## src/rtl/rv_multicycle_ctrl.sv

```systemverilog
// Multi-cycle RV32I control FSM: FETCH/DECODE/EXEC/MEM/WB over one shared memory
// port, with wait states, bus timeout and illegal-opcode trapping.
module rv_multicycle_ctrl #(
  parameter int TIMEOUT = 16,
  parameter int TO_W    = 5
) (
  input  logic       clk,
  input  logic       rst_n,
  input  logic [6:0] opcode,
  input  logic [2:0] funct3,
  input  logic [6:0] funct7,
  input  logic       br_cond,
  input  logic       mem_ready,
  output logic       mem_req,
  output logic       mem_we,
  output logic       iord,
  output logic       ir_we,
  output logic       pc_we,
  output logic [1:0] pc_sel,
  output logic       rf_we,
  output logic [1:0] wb_sel,
  output logic [1:0] alu_a_sel,
  output logic       alu_src,
  output logic [2:0] imm_sel,
  output logic [3:0] alu_ctrl,
  output logic       instret,
  output logic       trap,
  output logic [1:0] trap_cause,
  output logic [2:0] fsm_state
);

  typedef enum logic [2:0] {
    S_FETCH  = 3'd0,
    S_DECODE = 3'd1,
    S_EXEC   = 3'd2,
    S_MEM    = 3'd3,
    S_WB     = 3'd4,
    S_TRAP   = 3'd5
  } state_t;

  localparam logic [6:0] OP_R     = 7'b0110011;
  localparam logic [6:0] OP_IALU  = 7'b0010011;
  localparam logic [6:0] OP_LW    = 7'b0000011;
  localparam logic [6:0] OP_SW    = 7'b0100011;
  localparam logic [6:0] OP_BR    = 7'b1100011;
  localparam logic [6:0] OP_JAL   = 7'b1101111;
  localparam logic [6:0] OP_JALR  = 7'b1100111;
  localparam logic [6:0] OP_LUI   = 7'b0110111;
  localparam logic [6:0] OP_AUIPC = 7'b0010111;

  state_t          state, state_next;
  logic [TO_W-1:0] wait_cnt;
  logic [1:0]      cause_q, cause_next;
  logic            timeout_hit;
  logic            is_r, is_ialu, is_lw, is_sw, is_br, is_jal, is_jalr, is_lui, is_auipc, legal;
  logic            unused_funct7;

  assign is_r     = (opcode == OP_R);
  assign is_ialu  = (opcode == OP_IALU);
  assign is_lw    = (opcode == OP_LW);
  assign is_sw    = (opcode == OP_SW);
  assign is_br    = (opcode == OP_BR);
  assign is_jal   = (opcode == OP_JAL);
  assign is_jalr  = (opcode == OP_JALR);
  assign is_lui   = (opcode == OP_LUI);
  assign is_auipc = (opcode == OP_AUIPC);
  assign legal    = is_r | is_ialu | is_lw | is_sw | is_br | is_jal | is_jalr | is_lui | is_auipc;
  assign unused_funct7 = ^{funct7[6], funct7[4:0]};

  // Fires on the wait cycle that would bring the counter to TIMEOUT; a ready
  // in that same cycle takes precedence.
  assign timeout_hit = (TIMEOUT != 0) && !mem_ready && (int'(wait_cnt) == TIMEOUT - 1);

  assign fsm_state = state;

  // Register-register and register-immediate share one table; only R-type may subtract.
  function automatic logic [3:0] alu_decode(input logic [2:0] f3, input logic alt,
                                            input logic allow_sub);
    case (f3)
      3'b000:  alu_decode = (alt && allow_sub) ? 4'd1 : 4'd0;
      3'b001:  alu_decode = 4'd2;
      3'b010:  alu_decode = 4'd3;
      3'b011:  alu_decode = 4'd4;
      3'b100:  alu_decode = 4'd5;
      3'b101:  alu_decode = alt ? 4'd7 : 4'd6;
      3'b110:  alu_decode = 4'd8;
      default: alu_decode = 4'd9;
    endcase
  endfunction

  always_ff @(posedge clk) begin
    if (!rst_n) begin
      state    <= S_FETCH;
      wait_cnt <= '0;
      cause_q  <= 2'b00;
    end else begin
      state   <= state_next;
      cause_q <= cause_next;
      if (state_next != state)
        wait_cnt <= '0;
      else if ((state == S_FETCH || state == S_MEM) && !mem_ready)
        wait_cnt <= wait_cnt + 1'b1;
    end
  end

  always_comb begin
    state_next = state;
    cause_next = cause_q;
    mem_req    = 1'b0;
    mem_we     = 1'b0;
    iord       = 1'b0;
    ir_we      = 1'b0;
    pc_we      = 1'b0;
    pc_sel     = 2'b00;
    rf_we      = 1'b0;
    wb_sel     = 2'b00;
    alu_a_sel  = 2'b00;
    alu_src    = 1'b0;
    imm_sel    = 3'b000;
    alu_ctrl   = 4'd0;
    instret    = 1'b0;
    trap       = 1'b0;
    trap_cause = cause_q;

    case (state)
      S_FETCH: begin
        mem_req = 1'b1;
        if (mem_ready) begin
          ir_we      = 1'b1;
          state_next = S_DECODE;
        end else if (timeout_hit) begin
          state_next = S_TRAP;
          cause_next = 2'b10;
        end
      end
      S_DECODE: begin
        if (!legal) begin
          state_next = S_TRAP;
          cause_next = 2'b01;
        end else begin
          state_next = S_EXEC;
        end
      end
      S_EXEC: begin
        state_next = S_WB;
        if (is_r) begin
          alu_ctrl = alu_decode(funct3, funct7[5], 1'b1);
        end else if (is_ialu) begin
          alu_ctrl = alu_decode(funct3, funct7[5], 1'b0);
          alu_src  = 1'b1;
        end else if (is_lw || is_sw) begin
          alu_src    = 1'b1;
          imm_sel    = is_sw ? 3'b001 : 3'b000;
          state_next = S_MEM;
        end else if (is_br) begin
          alu_ctrl   = 4'd1;
          imm_sel    = 3'b010;
          pc_we      = 1'b1;
          pc_sel     = br_cond ? 2'b01 : 2'b00;
          instret    = 1'b1;
          state_next = S_FETCH;
        end else if (is_jal) begin
          imm_sel = 3'b100;
          pc_sel  = 2'b01;
        end else if (is_jalr) begin
          alu_src = 1'b1;
          pc_sel  = 2'b10;
        end else begin
          alu_a_sel = is_auipc ? 2'b01 : 2'b10;
          alu_src   = 1'b1;
          imm_sel   = 3'b011;
        end
      end
      S_MEM: begin
        mem_req = 1'b1;
        iord    = 1'b1;
        mem_we  = is_sw;
        if (mem_ready) begin
          if (is_sw) begin
            pc_we      = 1'b1;
            instret    = 1'b1;
            state_next = S_FETCH;
          end else begin
            state_next = S_WB;
          end
        end else if (timeout_hit) begin
          state_next = S_TRAP;
          cause_next = 2'b10;
        end
      end
      S_WB: begin
        rf_we      = 1'b1;
        pc_we      = 1'b1;
        instret    = 1'b1;
        state_next = S_FETCH;
        if (is_lw)
          wb_sel = 2'b01;
        else if (is_jal || is_jalr)
          wb_sel = 2'b10;
        // JAL keeps the J immediate selected so PC+imm is valid at the PC update.
        if (is_jal) begin
          pc_sel  = 2'b01;
          imm_sel = 3'b100;
        end else if (is_jalr) begin
          pc_sel = 2'b10;
        end
      end
      S_TRAP: begin
        trap = 1'b1;
      end
      default: state_next = S_FETCH;
    endcase

    // Reset suppresses every strobe in the cycle it is asserted.
    if (!rst_n) begin
      mem_req    = 1'b0;
      mem_we     = 1'b0;
      iord       = 1'b0;
      ir_we      = 1'b0;
      pc_we      = 1'b0;
      pc_sel     = 2'b00;
      rf_we      = 1'b0;
      wb_sel     = 2'b00;
      alu_a_sel  = 2'b00;
      alu_src    = 1'b0;
      imm_sel    = 3'b000;
      alu_ctrl   = 4'd0;
      instret    = 1'b0;
      trap       = 1'b0;
      trap_cause = 2'b00;
    end
  end

endmodule

```

## config.mk

```make
export PLATFORM = sky130hd
export DESIGN_NAME = rv_multicycle_ctrl
export DESIGN_NICKNAME = d
export VERILOG_FILES = /design/src/rtl/rv_multicycle_ctrl.sv
export SDC_FILE = /design/constraint.sdc
export NUM_CORES = 1
export LEC_CHECK = 0
export CELL_PAD_IN_SITES_DETAIL_PLACEMENT = 1
export CELL_PAD_IN_SITES_GLOBAL_PLACEMENT = 1
export CORE_MARGIN = 5
export CORE_UTILIZATION = 27
export CTS_CLUSTER_DIAMETER = 50
export DETAILED_ROUTE_END_ITERATION = 8
export GPL_TIMING_DRIVEN = 0
export PLACE_DENSITY = 0.89
export RECOVER_POWER = 100
export SLEW_MARGIN = 20
export SYNTH_ARGS = -nofsm -noshare
export SYNTH_HDL_FRONTEND = slang
export SYNTH_SLANG_ARGS = --single-unit
```

## constraint.sdc

```tcl
create_clock -name clk -period 2.5 [get_ports clk]
set_clock_uncertainty 0.2 [all_clocks]
set_input_delay 0.375 -clock clk [delete_from_list [all_inputs] [get_ports clk]]
set_output_delay 0.375 -clock clk [all_outputs]
set_load 0.02 [all_outputs]
```

==> reports/summary.txt, run 1 <==
Dominant Register Cell -> sky130_fd_sc_hd__dfxtp_1
Dominant logic cell types in the final layout -> 26 x sky130_fd_sc_hd__nor2_1, 20 x sky130_fd_sc_hd__nand2_1, 12 x sky130_fd_sc_hd__a21oi_1
Cell leakage power -> 0.673 nW
Tally of OpenROAD warnings -> 32
Synthesized area divided by synthesized cell count -> 6.82 um^2
Number of DRC violations after detailed-routing iteration 0 -> 43
Worst hold path type -> flop to flop
Clock network fraction of total power -> 23.4%
CTS Root Cell -> sky130_fd_sc_hd__clkbuf_8
Hold Path Sink -> wait_cnt[4]
Cell family contributing the most delay on the critical path -> buffers and inverters
Most frequent cell after synthesis -> sky130_fd_sc_hd__nor2_1
Ratio of routed vias to standard cells -> 5.09
Wire length per cell -> 15.4 um
Number of logic stages on the critical path including buffering -> 5
Fmax achieved -> 408 MHz
Count of inverters not on the clock network in the layout -> 9
Yosys Instances -> 150
Total chip power -> 0.715 mW
DIE AREA -> 0.00512 mm^2
Antenna violations before repair -> 0
Count of antenna-violating nets left after detailed routing -> 0
Peak ir drop on the vdd network -> 326 uV
Crit path buf inv count -> 2
Crit path max-delay cell type -> sky130_fd_sc_hd__clkdlybuf4s50_1
Placed cell count -> 236
Final design area excluding fillers -> 0.00151 mm^2
Largest fanout on the critical path -> 7
GR Overflow Total -> 0
DR DRC count -> 0
Area used by sequential logic in the layout -> 200 um^2
Flop pwr share -> 26.6%
Nature of the critical path endpoint -> primary output
Count of buffers added by post-CTS timing repair for setup -> 3
Placed wire-length estimate after detailed placement -> 2.72 mm
Startpoint of the tightest hold check path -> wait_cnt[4]
Multi-input gate area -> 769 um^2
Number of CTS-inserted buffers -> 3
Worst setup slack for register-to-register paths -> 0.25 ns
Cell types with the highest counts after synthesis -> 27 x sky130_fd_sc_hd__nor2_1, 21 x sky130_fd_sc_hd__nand2_1, 12 x sky130_fd_sc_hd__a21oi_1
Fraction of area in multi-input gates -> 50.9%
Count of plain and timing-repair buffers -> 51
Number of distinct library cells after synthesis -> 45
Count of antenna diodes in the layout -> 0
Via Count -> 1,243
Register share after synthesis -> 19.6%
Clock buffers and inverters, area share -> 2.73%
Fin crit share -> 98.0%
Worst endpoint required time -> 1.92 ns
Critical register-to-register path startpoint -> fsm_state[1]
Yosys top cell by area -> sky130_fd_sc_hd__dfxtp_1
Chip Height -> 71.6 um
Die width -> 71.6 um
Total of cells resized after clock tree synthesis -> 43
Outcome -> complete, no violations
Power per unit of standard cell area -> 473 mW/mm^2
Critical path launch point type -> input port
Num tapcells -> 48
Relative slew margins -> 30.8%
Net load switching power -> 0.294 mW
Data buffer area share -> 27.0%
Post-cts hold buffer count -> 0
WP data arrival -> 1.88 ns
Standard cell core area -> 0.00366 mm^2
Ranking of synthesized cells by area -> sky130_fd_sc_hd__dfxtp_1 20%, sky130_fd_sc_hd__nor2_1 9.9%, sky130_fd_sc_hd__nand2_1 7.7%
Clock tree from TritonCTS -> done
Final layout net count -> 221
Count of cells along the worst register-to-register path -> 6
Setup WS pre-CTS -> -0.696 ns
Largest incremental delay on the critical path -> 0.61 ns
Internal power -> 0.421 mW
Fraction of final layout cells sized beyond drive strength 1 -> 20.4%
Maximum buffer depth of the clock tree -> 2
Part of the total power dissipated in combinational logic -> 50.0%
Hold path depth -> 2
# rows -> 22
Number of H-tree levels -> 1
Clk latency late pin -> 0.23 ns
Count of final max-slew check failures -> 0
Net count entering floorplan -> 173
Area of the synthesized netlist per yosys stat -> 0.00102 mm^2
Final GP Congestion -> 0.848
First element of the critical path -> opcode[4]
Max-cap viol count -> 0
Seq group -> 0.191 mW
Sw frac -> 41.1%
Number of primary I/O pins -> 48
Critical register-to-register path endpoint -> wait_cnt[3]
Critical path destination -> wb_sel[1]
Pin slew with the least headroom to its limit -> 1.03 ns
Count of port buffers added during placement -> 38
Initial core utilization -> 28.0%
Routed Wire Length -> 3.76 mm
Power drawn by the combinational cells -> 0.358 mW
Cell breakdown of the critical path -> clkdlybuf4s15_2 -> and4b_2 -> nand3_1 -> nor2_1 -> clkdlybuf4s50_1
Area growth from synthesis to layout -> 47.8%
Final worst hold slack -> 0.305 ns
Via count of the first global-routing pass -> 1,286
Final Hold Violating Endpoints -> 0
Yosys synthesis warning count -> 0
Layout Cells excl Fill -> 244
RSZ-0062 raised after global routing -> no
Layout multi-input combinational cell count -> 123
Post-synthesis cell area -> 0.00102 mm^2
Most common cell after layout, fill and taps aside -> sky130_fd_sc_hd__nor2_1
Top cell area share -> 19.6%
Post-layout worst setup margin -> 0.0493 ns
Heaviest power group -> combinational logic
Fraction of area in registers -> 13.2%
Top cell category -> logic gates
Final setup violating endpoints -> 0
Detailed-router iteration count before antenna repair -> 4
Layout sequential cell count -> 10
Share of synthesized registers carrying an async set or reset -> 0%
run 1: metal layers:
layer	wire (um)	GRT usage, %	share of wire (%)
met4	37	2.30	0.98
met3	126	2.52	3.4
met5	0	0	0
met1	1660	16.9	44
met2	1930	24.3	51
run 1: flip-flops by register name, indices dropped and copies added, names as in the netlist:
| signal | cells |
|---|---|
| cause_q | 2 |
| wait_cnt | 5 |
| fsm_state | 3 |
run 1: cell families after synthesis:
logic type	Yosys count	synth area share, %
AND-OR/OR-AND	35	23.6
XOR/XNOR	5	4.28
adder cells (fa/ha/maj)	2	2.44
buffers and inverters	17	7.58
flip-flops	10	19.6
multiplexers	1	0.978
AND/OR/NAND/NOR	80	41.6
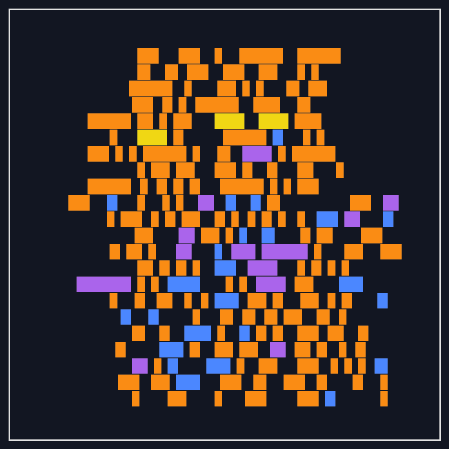
**Above:** run 1 (cell sizes after repair).
Scale: 6 px per um.
legend:
  blue:
    size: _2 cells
    cells: 24
    share: 12%
    most_used: buf_2
  yellow:
    size: _6 and larger
    cells: 3
    share: 1.5%
    most_used: clkbuf_8
  orange:
    size: _0 and _1 cells
    cells: 156
    share: 80%
    most_used: nor2_1
  purple:
    size: _3 and _4 cells
    cells: 13
    share: 6.6%
    most_used: buf_4

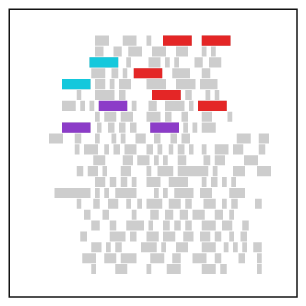
**Above:** run 1 (sequential cells grouped by signal name).
Scale: 4 px per um. Other cells in gray.
legend:
  purple:
    netlist_name: `fsm_state`
    sequential_cells: 3
  red:
    netlist_name: `wait_cnt`
    sequential_cells: 5
    where: north
  cyan:
    netlist_name: `cause_q`
    sequential_cells: 2

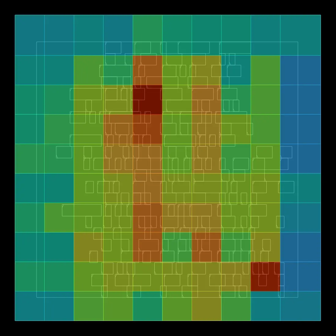
**Above:** run 1 (routing congestion).
met1 Use GR: 16.9%
met2 Resource Use GR: 24.3%
final design utilization: 41.3%
most utilized layer in the global route result: met2

**Run 1: met2 routing**

Scale: 4 px per um.
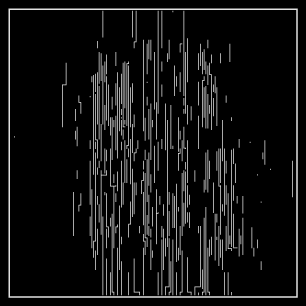

==> run 2, diff against run 1 <==
- CORE_UTILIZATION: 27 -> 28
- CTS_BUF_LIST: default -> sky130_fd_sc_hd__clkbuf_4
- PLACE_DENSITY: 0.89 -> 0.92
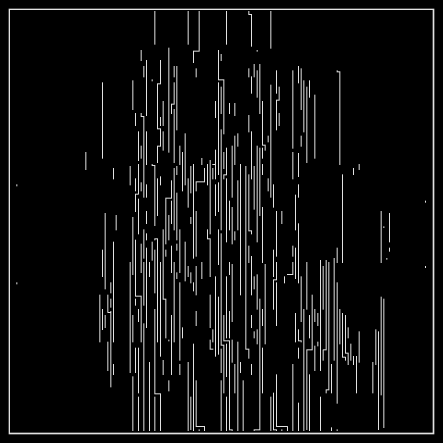
**Above:** run 2 (met2 routing).
Scale: 6 px per um.
main direction: vertical
nets with wire on the layer: 191
share of all routed wire: 52%
longest straight run: 30.4 um
wire length on this layer: 1,840 um

==> reports/summary.txt, run 2 <==
Final layout net count -> 219 (-0.90%)
Number of logic stages on the critical path including buffering -> 6 (+1)
Dominant Register Cell -> sky130_fd_sc_hd__dfxtp_1
Count of cells along the worst register-to-register path -> 8 (+2)
Kind of critical path -> input port to primary output
Post-synthesis cell area -> 0.00102 mm^2 (unchanged)
CTS Root Cell -> sky130_fd_sc_hd__clkbuf_4
Layout Cells excl Fill -> 243 (-0.41%)
Post-cts hold buffer count -> 0 (unchanged)
Antenna violations before repair -> 0 (unchanged)
Worst endpoint required time -> 1.92 ns (about the same)
Most frequent cell after synthesis -> sky130_fd_sc_hd__nor2_1
Outcome -> complete, no violations
Biggest register -> wait_cnt
Nature of the critical path endpoint -> primary output
Final Hold Violating Endpoints -> 0 (unchanged)
Setup WS pre-CTS -> -0.729 ns (-0.0324 ns)
Fraction of final layout cells sized beyond drive strength 1 -> 19.5% (-0.92 points)
Synthesized area divided by synthesized cell count -> 6.82 um^2 (unchanged)
Largest combinational cell category by area -> simple AND/OR/NAND/NOR gates
Total of cells resized after clock tree synthesis -> 48 (+12%)
Area of the synthesized netlist per yosys stat -> 0.00102 mm^2 (unchanged)
Final design area excluding fillers -> 0.00146 mm^2 (-3.6%)
Dominant logic cell types in the final layout -> 27 x sky130_fd_sc_hd__nor2_1, 20 x sky130_fd_sc_hd__nand2_1, 12 x sky130_fd_sc_hd__dlygate4sd2_1
Clk latency late pin -> 0.27 ns (+0.04 ns)
Cell breakdown of the critical path -> clkdlybuf4s50_1 -> o21ai_0 -> a21oi_1 -> a31oi_1 -> nor2_1 -> dlygate4sd2_1
Share of the synthesized netlist area taken by xor and xnor gates -> 4.28% (unchanged)
Clock tree from TritonCTS -> done
Ranking of synthesized cells by area -> sky130_fd_sc_hd__dfxtp_1 20%, sky130_fd_sc_hd__nor2_1 9.9%, sky130_fd_sc_hd__nand2_1 7.7%
Area fraction in compound gates after synthesis -> 23.6% (unchanged)
Cell types with the highest counts after synthesis -> 27 x sky130_fd_sc_hd__nor2_1, 21 x sky130_fd_sc_hd__nand2_1, 12 x sky130_fd_sc_hd__a21oi_1
Routed Wire Length -> 3.56 mm (-5.3%)
DIE AREA -> 0.00496 mm^2 (-3.1%)
Register share after synthesis -> 19.6% (unchanged)
Final worst hold slack -> 0.284 ns (-0.0209 ns)
Number of DRC violations after detailed-routing iteration 0 -> 29 (-33%)
Largest fanout on the critical path -> 7 (unchanged)
Startpoint of the tightest hold check path -> rst_n
Hold path depth -> 3 (+1)
Yosys synthesis warning count -> 0 (unchanged)
Final GP Congestion -> 0.835 (-1.6%)
Largest incremental delay on the critical path -> 0.60 ns (about the same)
Number of flip-flops under the largest register name -> 5 (unchanged)
Die width -> 70.5 um (-1.6%)
Yosys top cell by area -> sky130_fd_sc_hd__dfxtp_1
Chip Height -> 70.5 um (-1.6%)
Setup TNS -> 0 ns
Synth mux share -> 0.978% (unchanged)
FA/HA/MAJ Cells, Area Fraction -> 2.44% (unchanged)
Via count of the first global-routing pass -> 1,244 (-3.3%)
Initial core utilization -> 28.4% (+0.43 points)
Detailed-router iteration count before antenna repair -> 4 (unchanged)
Critical register-to-register path endpoint -> wait_cnt[4]
Cell leakage power -> 0.663 nW (-1.5%)
Critical path destination -> alu_ctrl[0]
RSZ-0062 raised after global routing -> no
Crit path max-delay cell type -> sky130_fd_sc_hd__clkdlybuf4s50_1
Peak ir drop on the vdd network -> 197 uV (-40%)
Ratio of routed vias to standard cells -> 5.15 (+1.1%)
Critical register-to-register path startpoint -> wait_cnt[0]
Synthesized-area fraction occupied by and/or/nand/nor cells -> 41.6% (unchanged)
Post-layout worst setup margin -> 0.107 ns (+0.0574 ns)
Via Count -> 1,252 (+0.72%)
Final setup violating endpoints -> 0 (unchanged)
Tally of OpenROAD warnings -> 32 (unchanged)
Count of buffers added by post-CTS timing repair for setup -> 3 (unchanged)
# rows -> 22 (unchanged)
Power per unit of standard cell area -> 447 mW/mm^2 (-5.4%)
Number of distinct library cells after synthesis -> 45 (unchanged)
Count of final max-slew check failures -> 0 (unchanged)
Placed wire-length estimate after detailed placement -> 2.78 mm (+2.1%)
Worst setup slack for register-to-register paths -> 0.21 ns (-0.04 ns)
Number of primary I/O pins -> 48 (unchanged)
WP data arrival -> 1.82 ns (-0.06 ns)
Hold Path Sink -> fsm_state[0]
Number of H-tree levels -> 1 (unchanged)
DR DRC count -> 0 (unchanged)
Max-cap viol count -> 0 (unchanged)
Critical path launch point type -> input port
Net count entering floorplan -> 173 (unchanged)
Total chip power -> 0.653 mW (-8.8%)
Count of antenna-violating nets left after detailed routing -> 0 (unchanged)
First element of the critical path -> funct3[2]
GR Overflow Total -> 0 (unchanged)
Relative slew margins -> 38.5% (+7.8 points)
Final design utilization -> 40.5% (-0.86 points)
Pin slew with the least headroom to its limit -> 0.915 ns (-0.116 ns)
Number of CTS-inserted buffers -> 3 (unchanged)
Count of port buffers added during placement -> 38 (unchanged)
Count of antenna diodes in the layout -> 0 (unchanged)
Maximum buffer depth of the clock tree -> 2 (unchanged)
Cell family contributing the most delay on the critical path -> buffers and inverters
Fmax achieved -> 418 MHz (+2.4%)
Share of synthesized registers carrying an async set or reset -> 0% (unchanged)
Standard cell core area -> 0.00361 mm^2 (-1.5%)
Crit path buf inv count -> 2 (unchanged)
Most common cell after layout, fill and taps aside -> sky130_fd_sc_hd__nor2_1
Wire length per cell -> 14.6 um (-4.9%)
Worst hold path type -> input port to flop
Yosys Instances -> 150 (unchanged)
Post-synth tally of flip-flops with integrated enable -> 0
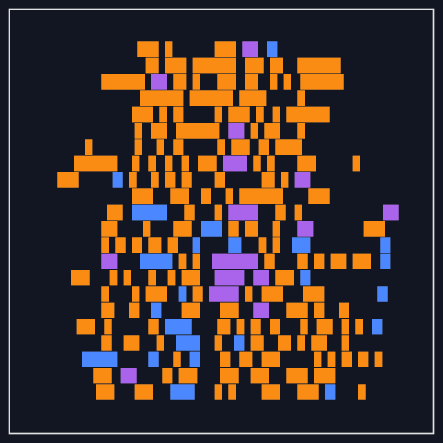
**Above:** run 2 (cell sizes after repair).
Scale: 6 px per um.
legend:
  orange:
    size: _0 and _1 cells
    cells: 157
    share: 81%
    most_used: nor2_1
  purple:
    size: _3 and _4 cells
    cells: 15
    share: 7.7%
    most_used: buf_4
  blue:
    size: _2 cells
    cells: 23
    share: 12%
    most_used: clkbuf_2

-- run 2: cell counts after synthesis --
No cell type changed its count.
-- run 2: final cells by class --
class / count / area (um^2)
Sequential cell: 10 / 200
Multi-Input combinational cell: 123 / 763
Inverter: 9 / 33.8
Timing Repair Buffer: 41 / 327
Fill cell: 484 / 2150
Buffer: 8 / 48.8
Clock buffer: 3 / 22.5
Tap cell: 48 / 60.1
Clock inverter: 1 / 3.75
-- run 2: per-layer routing --
layer  vias up  track usage [%]  routed length, um
met5         -                0                  0
met2        16             25.9               1840
met4         0             1.91                 17
li1        619                -                  -
met1       614             18.0               1610
met3         3             1.73                 91
-- run 2: where the power goes --
group,internal (mW),switching [mW]
Combinational,0.130,0.214
Sequential,0.178,0.0118
Clock,0.0579,0.0613
Total,0.365,0.288
No activity file was given, so power comes from the tool's default toggle rates.
